$ cat src/rtl/rx_alu_frontend.sv
// rx_alu_frontend: collects a three-byte command (operand A, operand B, opcode)
// from the UART receiver, drives it to the combinational ALU, and hands the
// latched ALU result to the UART transmitter with a start/busy handshake.
//
// Ports:
//   i_clock, i_reset     clock; synchronous active-high reset
//   i_rx_word            receiver word, first-received bit at MSB, optional
//                        trailing parity bit in bit 0
//   i_rx_done            receiver done level (one event per rising edge)
//   i_alu_result         combinational ALU result
//   i_tx_busy            transmitter busy
//   o_data_a, o_data_b   operands to ALU (held until overwritten)
//   o_opcode             opcode to ALU (held until overwritten)
//   o_tx_data            byte for transmitter (held until next capture)
//   o_tx_start           one-cycle transmit request
//   o_parity_error       one-cycle pulse, bad-parity byte discarded
//   o_overrun            one-cycle pulse, byte received while transmitting
module rx_alu_frontend #(
  parameter int unsigned N_DATA       = 8,
  parameter int unsigned PARITY_CHECK = 1,
  parameter int unsigned PARITY_ODD   = 0,
  parameter int unsigned NB_OPCODE    = 6
) (
  input  logic                           i_clock,
  input  logic                           i_reset,
  input  logic [N_DATA+PARITY_CHECK-1:0] i_rx_word,
  input  logic                           i_rx_done,
  input  logic [N_DATA-1:0]              i_alu_result,
  input  logic                           i_tx_busy,
  output logic [N_DATA-1:0]              o_data_a,
  output logic [N_DATA-1:0]              o_data_b,
  output logic [NB_OPCODE-1:0]           o_opcode,
  output logic [N_DATA-1:0]              o_tx_data,
  output logic                           o_tx_start,
  output logic                           o_parity_error,
  output logic                           o_overrun
);

  localparam int unsigned W_WORD = N_DATA + PARITY_CHECK;

  typedef enum logic [2:0] {
    ST_A,
    ST_B,
    ST_OP,
    ST_TX_REQ,
    ST_TX_WAIT,
    ST_TX_DRAIN
  } state_t;

  state_t                state, state_next;
  logic                  done_d;
  logic                  rx_event;
  logic [N_DATA-1:0]     rx_field;
  logic [N_DATA-1:0]     rx_byte;
  logic                  good;

  logic [N_DATA-1:0]     data_a_next, data_b_next, tx_data_next;
  logic [NB_OPCODE-1:0]  opcode_next;
  logic                  tx_start_next, parity_error_next, overrun_next;

  // One event per receiver done rising edge.
  assign rx_event = i_rx_done & ~done_d;

  // Undo shift-register order so the first-received bit lands in byte[0].
  always_comb begin
    rx_field = i_rx_word[W_WORD-1:PARITY_CHECK];
    rx_byte  = '0;
    for (int unsigned i = 0; i < N_DATA; i++) begin
      rx_byte[i] = rx_field[N_DATA-1-i];
    end
    if (PARITY_CHECK == 0) begin
      good = 1'b1;
    end else begin
      good = (((^rx_byte) ^ i_rx_word[0]) == 1'(PARITY_ODD));
    end
  end

  // State and registered outputs.
  always_ff @(posedge i_clock) begin
    if (i_reset) begin
      state          <= ST_A;
      done_d         <= 1'b1;
      o_data_a       <= '0;
      o_data_b       <= '0;
      o_opcode       <= '0;
      o_tx_data      <= '0;
      o_tx_start     <= 1'b0;
      o_parity_error <= 1'b0;
      o_overrun      <= 1'b0;
    end else begin
      state          <= state_next;
      done_d         <= i_rx_done;
      o_data_a       <= data_a_next;
      o_data_b       <= data_b_next;
      o_opcode       <= opcode_next;
      o_tx_data      <= tx_data_next;
      o_tx_start     <= tx_start_next;
      o_parity_error <= parity_error_next;
      o_overrun      <= overrun_next;
    end
  end

  // Next-state and next-output decode.
  always_comb begin
    state_next        = state;
    data_a_next       = o_data_a;
    data_b_next       = o_data_b;
    opcode_next       = o_opcode;
    tx_data_next      = o_tx_data;
    tx_start_next     = 1'b0;
    parity_error_next = 1'b0;
    overrun_next      = 1'b0;

    case (state)
      ST_A: begin
        if (rx_event) begin
          if (good) begin
            data_a_next = rx_byte;
            state_next  = ST_B;
          end else begin
            parity_error_next = 1'b1;
          end
        end
      end
      ST_B: begin
        if (rx_event) begin
          if (good) begin
            data_b_next = rx_byte;
            state_next  = ST_OP;
          end else begin
            parity_error_next = 1'b1;
          end
        end
      end
      ST_OP: begin
        if (rx_event) begin
          if (good) begin
            opcode_next = rx_byte[NB_OPCODE-1:0];
            state_next  = ST_TX_REQ;
          end else begin
            parity_error_next = 1'b1;
          end
        end
      end
      // ALU inputs settled a clock ago; result is safe to sample here.
      ST_TX_REQ: begin
        overrun_next = rx_event;
        if (!i_tx_busy) begin
          tx_data_next  = i_alu_result;
          tx_start_next = 1'b1;
          state_next    = ST_TX_WAIT;
        end
      end
      ST_TX_WAIT: begin
        overrun_next = rx_event;
        if (i_tx_busy) begin
          state_next = ST_TX_DRAIN;
        end
      end
      ST_TX_DRAIN: begin
        overrun_next = rx_event;
        if (!i_tx_busy) begin
          state_next = ST_A;
        end
      end
      default: begin
        state_next = ST_A;
      end
    endcase
  end

endmodule

$ cat config.mk
export PLATFORM = sky130hd
export DESIGN_NAME = rx_alu_frontend
export DESIGN_NICKNAME = d
export VERILOG_FILES = /design/src/rtl/rx_alu_frontend.sv
export SDC_FILE = /design/constraint.sdc
export NUM_CORES = 1
export LEC_CHECK = 0
export ABC_AREA = 0
export CAP_MARGIN = 20
export CORE_MARGIN = 2
export CORE_UTILIZATION = 30
export DETAILED_ROUTE_END_ITERATION = 8
export GPL_ROUTABILITY_DRIVEN = 0
export PLACE_DENSITY = 0.55
export SLEW_MARGIN = 10
export SYNTH_ARGS = -nofsm -noshare
export SYNTH_HDL_FRONTEND = slang
export SYNTH_SLANG_ARGS = --single-unit
$ cat constraint.sdc
create_clock -name i_clock -period 2.1 [get_ports i_clock]
set_input_delay 0.42 -clock i_clock [delete_from_list [all_inputs] [get_ports i_clock]]
set_output_delay 0.42 -clock i_clock [all_outputs]
set_load 0.1 [all_outputs]
Run 1, cell classes on the final placement:
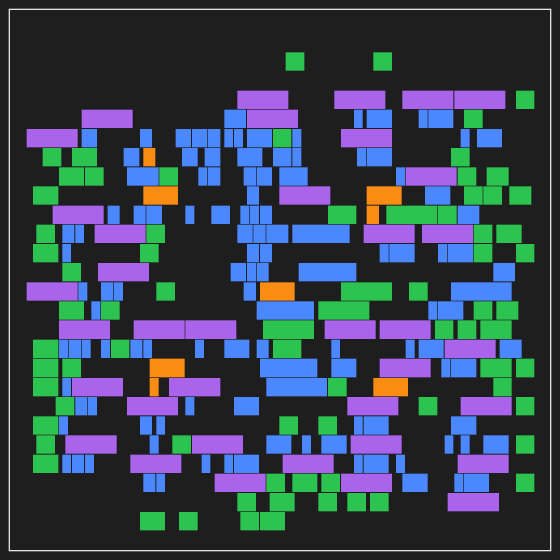
[green] other buffers and delay cells | cells: 74 | share of their area: 29%
[blue] all other logic | cells: 119 | share of their area: 35%
[purple] flip-flops | cells: 37 | share of their area: 32%
[orange] clock drivers and dummy loads | cells: 8 | share of their area: 3.6%

Run 1, routing congestion map:
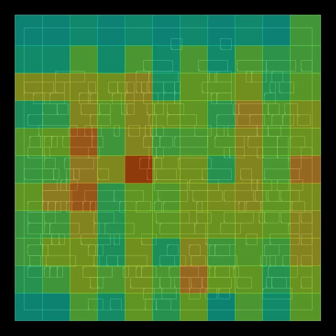
final core occ: 46.8%
most crowded layer after global routing: met2
Total Routing Usage GR: 13.3%
GRT met3 Usage: 5.06%

Run 1, wire density map:
Bar = 20 microns. The die is cut into 15 by 15 equal tiles; dark blue is low, red is high, scaled to the fullest tile. Values are wire area over tile area, all layers added.
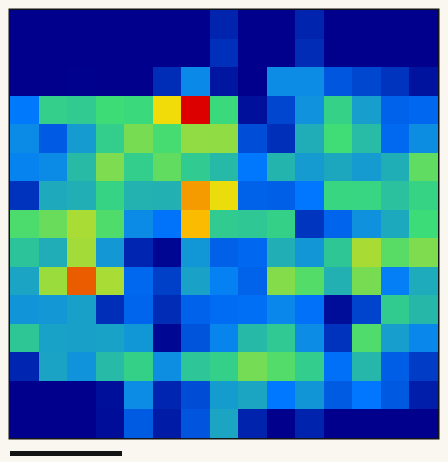
tiles over half the peak: 14%
mean over tiles: 0.099
fullest tile: 0.36
nearly empty tiles: 20%

==> impl_metrics.tcl, run 1 <==
# flow metrics
set metrics [dict create \
    result_of_the_run "complete, no violations" \
    transition_time_of_the_tightest_slew_check_pin_ps 362 \
    yosys-top-cells-count "sky130_fd_sc_hd__dfxtp_1, sky130_fd_sc_hd__nor2_1, sky130_fd_sc_hd__mux2i_1, sky130_fd_sc_hd__nand2_1, sky130_fd_sc_hd__a21oi_1" \
    critical_path.reg2reg.endpoint "state[0]" \
    power.share.switching_pct 26.6 \
    synth_warnings 0 \
    antenna-diode-count 0 \
    postRouteAntennaNets 0 \
    worstPathBufferInverterCount 3 \
    cts_post_setup_buffers_inserted 1 \
    synth.largest_area_cell "sky130_fd_sc_hd__dfxtp_1" \
    grt_start_max_net_pins 25 \
    enable_flop_cells 0 \
    top_signal_layer_used "met4" \
    achievable-frequency_mhz 514 \
    report.power.total_mw 1.50 \
    routed-via-count 1356 \
    synthToLayoutAreaGrowth_pct 50.8 \
    final_hold_viol_count 0 \
    ctsResizeCount 5 \
    core_rows 26 \
    cpPeakStageDelay_ps 510 \
    syn-mean-instance-area_sq_um 9.66 \
    static-leakage-power_nw 0.979 \
    final_nets 258 \
    floorplan_die_width_microns 76.7 \
    route.detailed.wl_per_inst_microns 11.6 \
    comb_power_share_pct 20.8 \
    startpoint "i_rx_word[4]" \
    worst_setup_path_end_kind "register" \
    final.setup_skew_ps 5.50 \
    router_iterations_before_antenna_repair 4 \
    numSequentialCells 37 \
    postLayoutCellArea_sq_um 2390 \
    floorplan.tapcells 70 \
    maxPowerGroup "sequential cells" \
    synthDistinctLibCells 27 \
    maxCapViolCount 0 \
    power.combinational.total_mw 0.310 \
    finalClockPeriodUsage_pct 92.6 \
    floorplan.die.height_microns 76.7 \
    final.signal_buffer_count 74 \
    intPower_mw 1.10 \
    crit_cells 8 \
    number_of_global_route_vias_before_repair 1322 \
    synth-seq-cells 37 \
    logic_area_sq_um 806 \
    layout_top_cell "sky130_fd_sc_hd__buf_4" \
    final-setup-viol-count 0 \
    cts_tree "yes" \
    place.detailed.instances 298 \
    critical_path_arrival_ps 2120 \
    hold_end "o_tx_data[5]" \
    final.setup.worst_slack_ps 156 \
    synth.yosys.chip_area_sq_um 1580 \
    dominant_register_cell "sky130_fd_sc_hd__dfxtp_1" \
    die-area_sq_um 5880 \
    synthesis.nets 185 \
    min_path_cells 2 \
    sequentialPower_mw 0.716 \
    grt_remaining_overflow 0 \
    synth.area.mux_share_pct 19.5 \
    pwr-share-seq_pct 47.9 \
    clk_pin_slew_worst_paths_ps 70 \
    slew-limit-headroom_pct 75.8 \
    final_layout_top_logic_cells "sky130_fd_sc_hd__buf_4, sky130_fd_sc_hd__dfxtp_1, sky130_fd_sc_hd__nor2_1" \
    regToRegStartpoint "state[1]" \
    yosysTopAreaCellShare_pct 46.8 \
    dr_wl_met3_microns 259 \
    stage_log_warnings 26 \
    drt_first_iter_violations 13 \
    cts_num_sinks 37 \
    reg2reg_slack_ps 470 \
    wl_met2_microns 1490 \
    flop_area_sq_um 741 \
    ys_sh_xor_pct 6.64 \
    worst_hold_startpoint "o_tx_data[5]" \
    worst_hold_path_type "register to register" \
    final_setup_tns_ps 0 \
    required_ps 2270 \
    timing.final.max_slew_violations 0 \
]
Run 1, placement density heat map:
Bar = 20 microns. The die is cut into 8 by 8 equal tiles; dark blue is low, red is high, 0 to 100% covered.
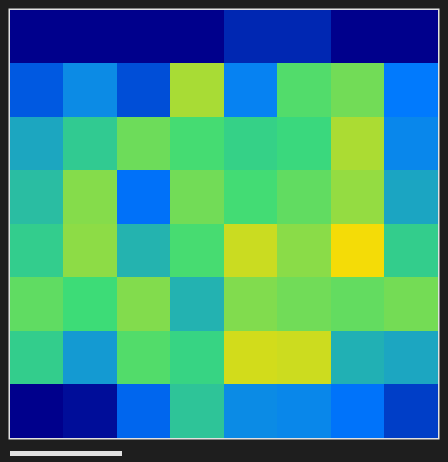

==> run 2: changes to the inputs <==
GPL_ROUTABILITY_DRIVEN = default   (was 0)
HOLD_SLACK_MARGIN = 0.08   (was default)
clock period = 1.8 ns   (was 2.1 ns; I/O delays follow)
Run 2, placement density heat map:
Bar = 20 microns. The die is cut into 8 by 8 equal tiles; dark blue is low, red is high, 0 to 100% covered.
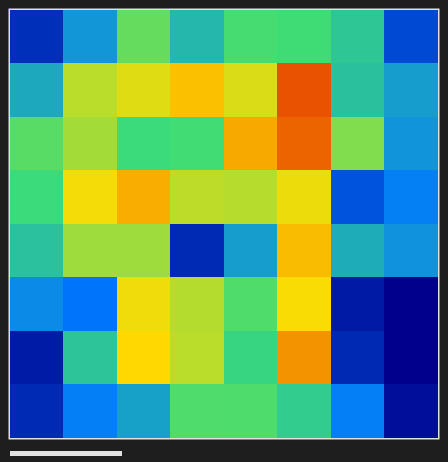
nearly empty tiles: 3.1%
tiles over 75% full: 13%
mean over tiles: 47%
emptiest ninth of the die: south-east
densest ninth of the die: north
fullest tile: 91%

Run 2, cell classes on the final placement:
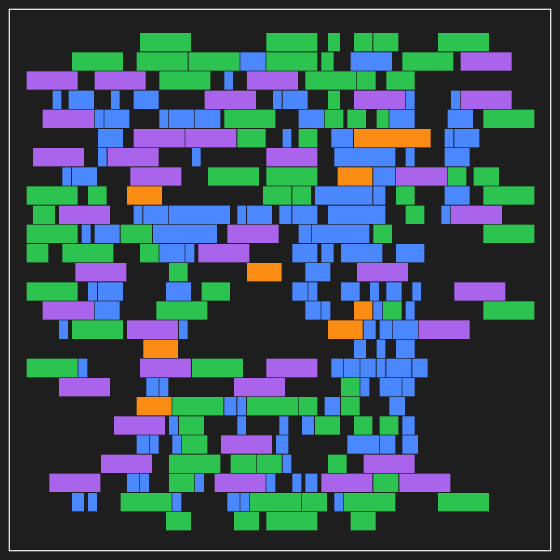
[green] other buffers and delay cells | cells: 77 | share of their area: 38%
[orange] clock drivers and dummy loads | cells: 8 | share of their area: 4.4%
[purple] flip-flops | cells: 37 | share of their area: 27%
[blue] all other logic | cells: 119 | share of their area: 31%

==> impl_metrics.tcl, run 2 <==
# flow metrics
set metrics [dict create \
    reg2reg_slack_ps 140 \
    critical_path.reg2reg.endpoint "state[0]" \
    power.share.switching_pct 25.6 \
    top_signal_layer_used "met4" \
    floorplan.die.height_microns 76.7 \
    timing.final.max_slew_violations 0 \
    enable_flop_cells 0 \
    grt_util_met3_pct 4.59 \
    grt_remaining_overflow 0 \
    pwr-share-seq_pct 42.6 \
    postLayoutCellArea_sq_um 2830 \
    grt_usage_pct 14.2 \
    antenna-diode-count 0 \
    yosysTopAreaCellShare_pct 46.8 \
    synthToLayoutAreaGrowth_pct 78.7 \
    router_iterations_before_antenna_repair 4 \
    static-leakage-power_nw 1.09 \
    core_rows 26 \
    cpPeakStageDelay_ps 540 \
    min_path_cells 3 \
    dominant_register_cell "sky130_fd_sc_hd__dfxtp_1" \
    numSequentialCells 37 \
    dr_wl_met3_microns 137 \
    flop_area_sq_um 741 \
    critical_path_arrival_ps 1910 \
    synth.yosys.chip_area_sq_um 1580 \
    floorplan_die_width_microns 76.7 \
    wl_met2_microns 1880 \
    final_core_occ_pct 55.4 \
    power.combinational.total_mw 0.367 \
    final.setup_skew_ps 6.48 \
    yosys-top-cells-count "sky130_fd_sc_hd__dfxtp_1, sky130_fd_sc_hd__nor2_1, sky130_fd_sc_hd__mux2i_1, sky130_fd_sc_hd__nand2_1, sky130_fd_sc_hd__a21oi_1" \
    synth.area.mux_share_pct 19.5 \
    final-setup-viol-count 0 \
    sequentialPower_mw 0.839 \
    synthDistinctLibCells 27 \
    worst_setup_path_end_kind "register" \
    grt_start_max_net_pins 28 \
    hold_end "o_data_b[0]" \
    final.signal_buffer_count 77 \
    layout_top_cell "sky130_fd_sc_hd__dfxtp_1" \
    result_of_the_run "complete, no violations" \
    worst_hold_startpoint "i_rx_word[8]" \
    regToRegStartpoint "state[1]" \
    die-area_sq_um 5880 \
    startpoint "i_rx_word[3]" \
    cts_post_setup_buffers_inserted 1 \
    final_layout_top_logic_cells "sky130_fd_sc_hd__dfxtp_1, sky130_fd_sc_hd__buf_12, sky130_fd_sc_hd__nor2_1" \
    final_nets 261 \
]
Run 2, cell sizes after repair:
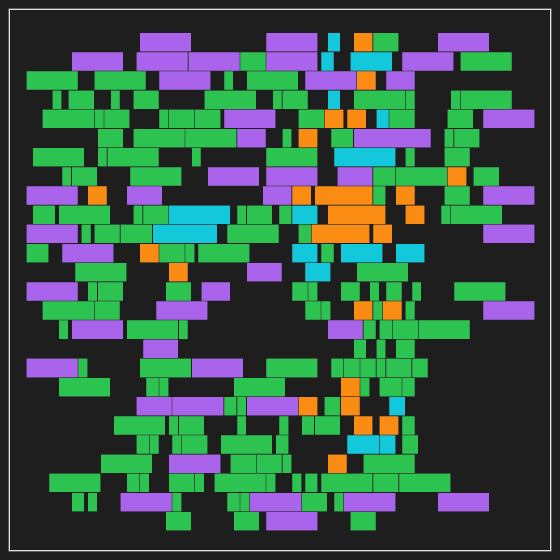

==> run 3: changes to the inputs <==
clock period = 2.15 ns   (was 1.8 ns; I/O delays follow)
Run 3, cell sizes after repair:
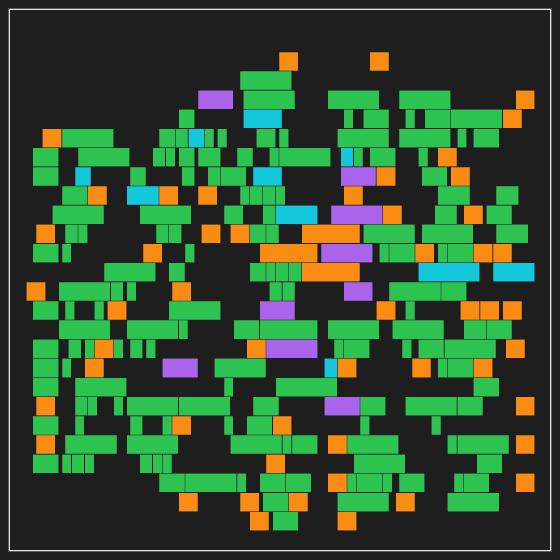
[cyan] drive 2 | cells: 10
[orange] drive 3 to 4 | cells: 54
[purple] drive 6 and up | cells: 9
[green] drive 1 or less | cells: 165

Run 3, cell classes on the final placement:
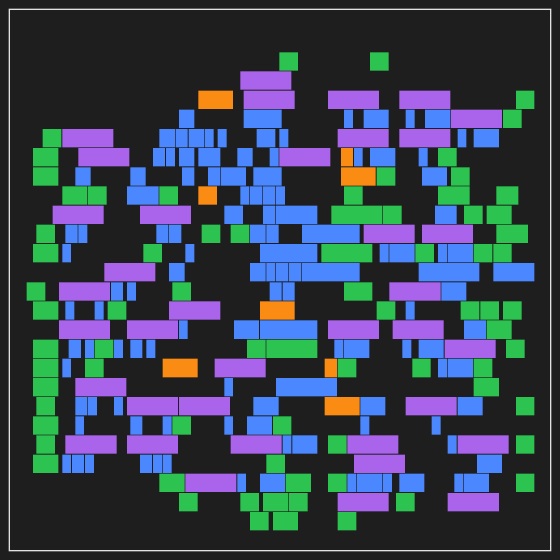
core region area: 5110 sq um
final non-filler cell area: 2400 sq um
proportion of cell area occupied by registers: 30.9%
Core Rows: 26
final core occ: 47.0%

==> impl_metrics.tcl, run 3 <==
# flow metrics
set metrics [dict create \
    hold_ws_ps 458 \
    worstPathBufferInverterCount 3 \
    yosysTopAreaCellShare_pct 46.8 \
    ctsResizeCount 1 \
    result_of_the_run "complete, no violations" \
    route.detailed.wl_per_inst_microns 11.8 \
    post-place-ws_ps -383 \
    sequentialPower_mw 0.699 \
    enable_flop_cells 0 \
    dr_wl_met3_microns 273 \
    final.signal_buffer_count 74 \
    power.combinational.total_mw 0.296 \
    routed-via-count 1347 \
    comb_power_share_pct 20.2 \
    grt_util_met3_pct 5.41 \
    synth.largest_area_cell "sky130_fd_sc_hd__dfxtp_1" \
    synth-seq-area-share_pct 46.8 \
    synth-seq-cells 37 \
    wl_met2_microns 1480 \
    routed_wirelength_microns 3620 \
    router_iterations_before_antenna_repair 4 \
    maxPowerGroup "sequential cells" \
    syn-mean-instance-area_sq_um 9.66 \
    achievable-frequency_mhz 478 \
    worst_hold_startpoint "o_tx_data[5]" \
    grt.busiest_layer "met2" \
    hold_end "o_tx_data[5]" \
    grt_start_max_net_pins 25 \
    timing.final.max_slew_violations 0 \
    logic_area_sq_um 826 \
    floorplan_die_width_microns 76.7 \
    layout_top_cell "sky130_fd_sc_hd__buf_4" \
    cts_tree "yes" \
    final_nets 258 \
    cts_num_sinks 37 \
    clk_pin_slew_worst_paths_ps 80 \
    cpPeakStageDelay_ps 510 \
    power.share.switching_pct 27.7 \
    num-fill-cells 522 \
    intPower_mw 1.06 \
    pwr-share-seq_pct 47.5 \
    report.power.total_mw 1.47 \
    crit_type "primary input to register" \
    design.portCount 54 \
    required_ps 2330 \
    synthDistinctLibCells 27 \
    final.setup.worst_slack_ps 59.1 \
    number_of_global_route_vias_before_repair 1289 \
    synth_warnings 0 \
    yosys-top-cells-count "sky130_fd_sc_hd__dfxtp_1, sky130_fd_sc_hd__nor2_1, sky130_fd_sc_hd__mux2i_1, sky130_fd_sc_hd__nand2_1, sky130_fd_sc_hd__a21oi_1" \
    floorplan.tapcells 70 \
    postRouteAntennaNets 0 \
    postSynth.asyncResetShare_pct 0 \
    reg2reg_slack_ps 490 \
    final_setup_tns_ps 0 \
    critical_path_arrival_ps 2270 \
    maxCapViolCount 0 \
    slew-limit-headroom_pct 76.0 \
    simple_gate_area_share_pct 18.6 \
    static-leakage-power_nw 0.982 \
    drt_first_iter_violations 26 \
    final-setup-viol-count 0 \
    flop_area_sq_um 741 \
    final_layout_top_logic_cells "sky130_fd_sc_hd__buf_4, sky130_fd_sc_hd__dfxtp_1, sky130_fd_sc_hd__nor2_1" \
    finalClockPeriodUsage_pct 97.3 \
    top_signal_layer_used "met4" \
    final_hold_viol_count 0 \
    regToRegStartpoint "state[2]" \
    transition_time_of_the_tightest_slew_check_pin_ps 359 \
    cts_post_setup_buffers_inserted 2 \
    crit_cells 8 \
    stage_log_warnings 26 \
    place.detailed.instances 298 \
    synth.yosys.chip_area_sq_um 1580 \
    dominant_register_cell "sky130_fd_sc_hd__dfxtp_1" \
    die-area_sq_um 5880 \
    vias_per_cell 4.37 \
    synth.area.mux_share_pct 19.5 \
    grt_remaining_overflow 0 \
    routabilityCongestion 0.717 \
    synthesis.nets 185 \
    floorplan.die.height_microns 76.7 \
    grt_usage_pct 13.2 \
    numSequentialCells 37 \
    final.setup_skew_ps 4.44 \
    synthToLayoutAreaGrowth_pct 51.4 \
    startpoint "i_rx_word[0]" \
]
Power and IR drop assume default switching activity.
